final_placement.png
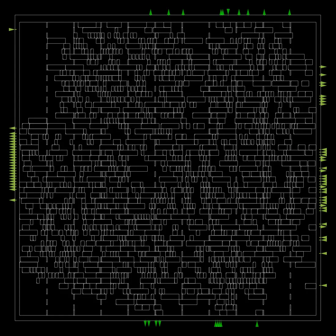
met4.png
Supply wires on this layer in gray.
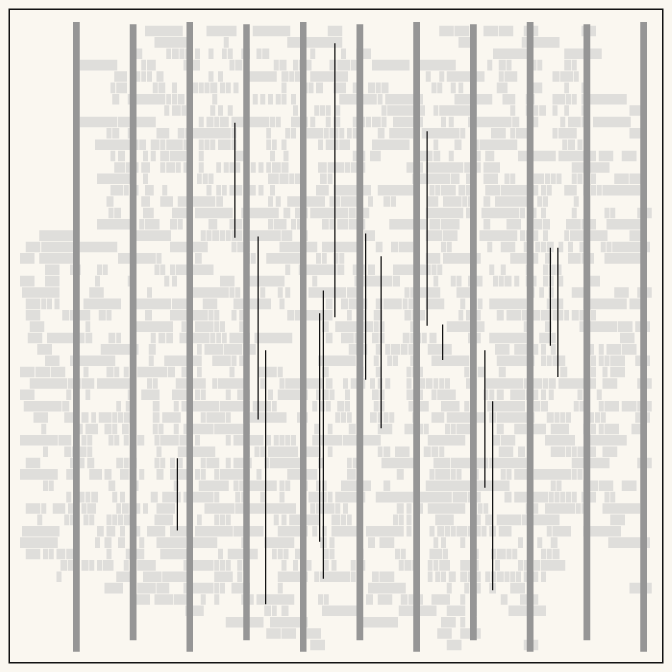
`src/rtl/adc_frame_averager_if.sv`:
```
// Frame input and averaged-measurement output bundle of the ADC frame averager.
// The averager connects through the slave modport and the SPI side through the master modport.
interface adc_frame_averager_if;
    logic [23:0] frame_data;
    logic        frame_valid;
    logic [7:0]  avg_v_panel;
    logic [7:0]  avg_i_panel;
    logic [7:0]  avg_v_cap;
    logic [15:0] p_panel;
    logic        avg_valid;
    logic        data_ready;
    logic        stale;
    logic [7:0]  err_count;

    modport master (
        output frame_data, frame_valid,
        input  avg_v_panel, avg_i_panel, avg_v_cap, p_panel,
        input  avg_valid, data_ready, stale, err_count
    );

    modport slave (
        input  frame_data, frame_valid,
        output avg_v_panel, avg_i_panel, avg_v_cap, p_panel,
        output avg_valid, data_ready, stale, err_count
    );
endinterface

```
`src/rtl/adc_frame_averager.sv`:
```
// Block-averages accepted SPI measurement frames over 2^LOG2_N samples, rejects idle-line
// frames and flags a stale link when no frame has been accepted for TIMEOUT cycles.
module adc_frame_averager #(
    parameter int LOG2_N  = 3,
    parameter int TIMEOUT = 50000000
) (
    input  logic                 clk,
    input  logic                 rst_n,
    adc_frame_averager_if.slave  bus
);
    localparam int            AW       = 8 + LOG2_N;
    localparam int            TW       = $clog2(TIMEOUT + 1);
    localparam logic [TW-1:0] TMO_LAST = TW'(TIMEOUT - 1);

    typedef enum logic [1:0] {WAIT_FIRST, RUN, STALE} state_t;

    state_t            state;
    logic              fv_q;
    logic [AW-1:0]     acc_v, acc_i, acc_c;
    logic [LOG2_N-1:0] cnt;
    logic [TW-1:0]     tmo;

    logic          evt, bad, accept, last;
    logic [AW-1:0] sum_v, sum_i, sum_c;
    logic [7:0]    nxt_v, nxt_i, nxt_c;

    function automatic logic [7:0] avg_of(input logic [AW-1:0] s);
        return s[AW-1:LOG2_N];
    endfunction

    function automatic logic [7:0] sat_inc(input logic [7:0] v);
        return (v == 8'hFF) ? v : v + 8'd1;
    endfunction

    always_comb begin
        evt    = bus.frame_valid & ~fv_q;
        bad    = (bus.frame_data == 24'h000000) | (bus.frame_data == 24'hFFFFFF);
        accept = evt & ~bad;
        last   = accept & (cnt == {LOG2_N{1'b1}});
        sum_v  = acc_v + AW'(bus.frame_data[23:16]);
        sum_i  = acc_i + AW'(bus.frame_data[15:8]);
        sum_c  = acc_c + AW'(bus.frame_data[7:0]);
        nxt_v  = avg_of(sum_v);
        nxt_i  = avg_of(sum_i);
        nxt_c  = avg_of(sum_c);
    end

    always_ff @(posedge clk or negedge rst_n) begin
        if (!rst_n) begin
            state           <= WAIT_FIRST;
            fv_q            <= 1'b0;
            acc_v           <= '0;
            acc_i           <= '0;
            acc_c           <= '0;
            cnt             <= '0;
            tmo             <= '0;
            bus.avg_v_panel <= '0;
            bus.avg_i_panel <= '0;
            bus.avg_v_cap   <= '0;
            bus.p_panel     <= '0;
            bus.avg_valid   <= 1'b0;
            bus.data_ready  <= 1'b0;
            bus.stale       <= 1'b0;
            bus.err_count   <= '0;
        end else begin
            fv_q          <= bus.frame_valid;
            bus.avg_valid <= 1'b0;
            if (evt && bad)
                bus.err_count <= sat_inc(bus.err_count);

            if (accept) begin
                // An accept always wins over a coinciding timeout expiry.
                tmo <= '0;
                if (last) begin
                    acc_v           <= '0;
                    acc_i           <= '0;
                    acc_c           <= '0;
                    cnt             <= '0;
                    bus.avg_v_panel <= nxt_v;
                    bus.avg_i_panel <= nxt_i;
                    bus.avg_v_cap   <= nxt_c;
                    bus.p_panel     <= {8'h00, nxt_v} * {8'h00, nxt_i};
                    bus.avg_valid   <= 1'b1;
                    bus.data_ready  <= 1'b1;
                    state           <= RUN;
                end else begin
                    acc_v <= sum_v;
                    acc_i <= sum_i;
                    acc_c <= sum_c;
                    cnt   <= cnt + LOG2_N'(1);
                    if (state == STALE) begin
                        state     <= WAIT_FIRST;
                        bus.stale <= 1'b0;
                    end
                end
            end else if (state != STALE) begin
                if (tmo == TMO_LAST) begin
                    // Drop the partial window so stale samples never reach MPPT.
                    state          <= STALE;
                    bus.stale      <= 1'b1;
                    bus.data_ready <= 1'b0;
                    acc_v          <= '0;
                    acc_i          <= '0;
                    acc_c          <= '0;
                    cnt            <= '0;
                end else begin
                    tmo <= tmo + TW'(1);
                end
            end
        end
    end
endmodule

```
`src/flat_wrapper.sv`:
```
// flat-port wrapper written by rule: the top's interface ports become plain ports
module adc_frame_averager_flat 
#(
    parameter int LOG2_N  = 3,
    parameter int TIMEOUT = 50000000
)
  (clk, rst_n, bus_frame_data, bus_frame_valid, bus_avg_v_panel, bus_avg_i_panel, bus_avg_v_cap, bus_p_panel, bus_avg_valid, bus_data_ready, bus_stale, bus_err_count);
  adc_frame_averager_if bus_i ();
  input  logic clk;
  input  logic rst_n;
  input wire logic [$bits(bus_i.frame_data)-1:0] bus_frame_data;
  input wire logic [$bits(bus_i.frame_valid)-1:0] bus_frame_valid;
  output wire logic [$bits(bus_i.avg_v_panel)-1:0] bus_avg_v_panel;
  output wire logic [$bits(bus_i.avg_i_panel)-1:0] bus_avg_i_panel;
  output wire logic [$bits(bus_i.avg_v_cap)-1:0] bus_avg_v_cap;
  output wire logic [$bits(bus_i.p_panel)-1:0] bus_p_panel;
  output wire logic [$bits(bus_i.avg_valid)-1:0] bus_avg_valid;
  output wire logic [$bits(bus_i.data_ready)-1:0] bus_data_ready;
  output wire logic [$bits(bus_i.stale)-1:0] bus_stale;
  output wire logic [$bits(bus_i.err_count)-1:0] bus_err_count;
  assign bus_i.frame_data = bus_frame_data;
  assign bus_i.frame_valid = bus_frame_valid;
  assign bus_avg_v_panel = bus_i.avg_v_panel;
  assign bus_avg_i_panel = bus_i.avg_i_panel;
  assign bus_avg_v_cap = bus_i.avg_v_cap;
  assign bus_p_panel = bus_i.p_panel;
  assign bus_avg_valid = bus_i.avg_valid;
  assign bus_data_ready = bus_i.data_ready;
  assign bus_stale = bus_i.stale;
  assign bus_err_count = bus_i.err_count;
  adc_frame_averager #(.LOG2_N(LOG2_N), .TIMEOUT(TIMEOUT)) u_core (.clk(clk), .rst_n(rst_n), .bus(bus_i));
endmodule
```
`config.mk`:
```
export PLATFORM = sky130hd
export DESIGN_NAME = adc_frame_averager_flat
export DESIGN_NICKNAME = d
export VERILOG_FILES = /design/src/rtl/adc_frame_averager_if.sv /design/src/rtl/adc_frame_averager.sv /design/src/flat_wrapper.sv
export SDC_FILE = /design/constraint.sdc
export NUM_CORES = 1
export LEC_CHECK = 0
export ABC_AREA = 1
export CAP_MARGIN = 20
export CORE_MARGIN = 2
export CORE_UTILIZATION = 40
export CTS_BUF_LIST = sky130_fd_sc_hd__clkbuf_8 sky130_fd_sc_hd__clkbuf_16
export DETAILED_ROUTE_END_ITERATION = 8
export GPL_TIMING_DRIVEN = 0
export PLACE_DENSITY = 0.56
export SLEW_MARGIN = 25
export SYNTH_ARGS = -nofsm -noshare
export SYNTH_HDL_FRONTEND = slang
export SYNTH_SLANG_ARGS = --single-unit
```
`constraint.sdc`:
```
create_clock -name clk -period 8.7 [get_ports clk]
set_input_delay 1.305 -clock clk [delete_from_list [all_inputs] [get_ports clk]]
set_output_delay 1.305 -clock clk [all_outputs]
set_load 0.02 [all_outputs]
```
==> results.yml <==
# implementation run metrics
final_layout:
  largest_register_ff_count: 26
  seqCellArea_um2: 2900
  final_cell_area_um2: 11000
  layout-area-overhead-vs-synth_pct: 18.9
  layout_top_cell: "nand2_1"
  num-multi-input-gates: 929
placed_design:
  io_buffers: 77
  gp_congestion: 0.904
routing:
  detailroute.wirelength.met3_um: 1370
  wl_met1_um: 12500
critical_path:
  crit_arrival_ns: 7.12
  critical_path.endpoint_type: "flop"
  cpLargestDelayFamily: "adder cells"
  r2r_setup_slack_ns: 2.93
global_route:
  grt_use_met1_pct: 31.9
  largest_net_degree_at_the_start_of_global_routing: 62
clock_network:
  ctsLongestPathBuffers: 2
  ctsHtreeMaxLevel: 4
  numClockSinks: 116
  post-cts-setup-buffers: 0
floorplan:
  overall_die_width_um: 156
  core-area_um2: 22600
  core_util_floorplan_pct: 40.8
synth:
  synth-compound-area-share_pct: 5.04
  syn_area_um2: 9240
  ys_top_cells_by_count: "nand2_1, inv_1, nor2_1"
  ys_types: 36
  xor_share_pct: 3.87
  async_flop_share_pct: 100
  edf_count: 0
  synth_sequential_area_ratio_pct: 31.4
sta:
  layout_setup_ws_ns: 1.89
  slew_violations: 0
outcome:
  status: "finished clean"
Notes on final_placement.png above:
layout filler cell count: 2280
num rows: 55
fin cells: 1615
core utilization of the finished layout: 48.5%

Notes on met4.png above:
longest straight run: 68.7 um
share of all routed wire: 2.3%
nets with wire on the layer: 10
wire length on this layer: 598 um
Detailed Route WL: 25800 um
total via count in the routed design: 8037

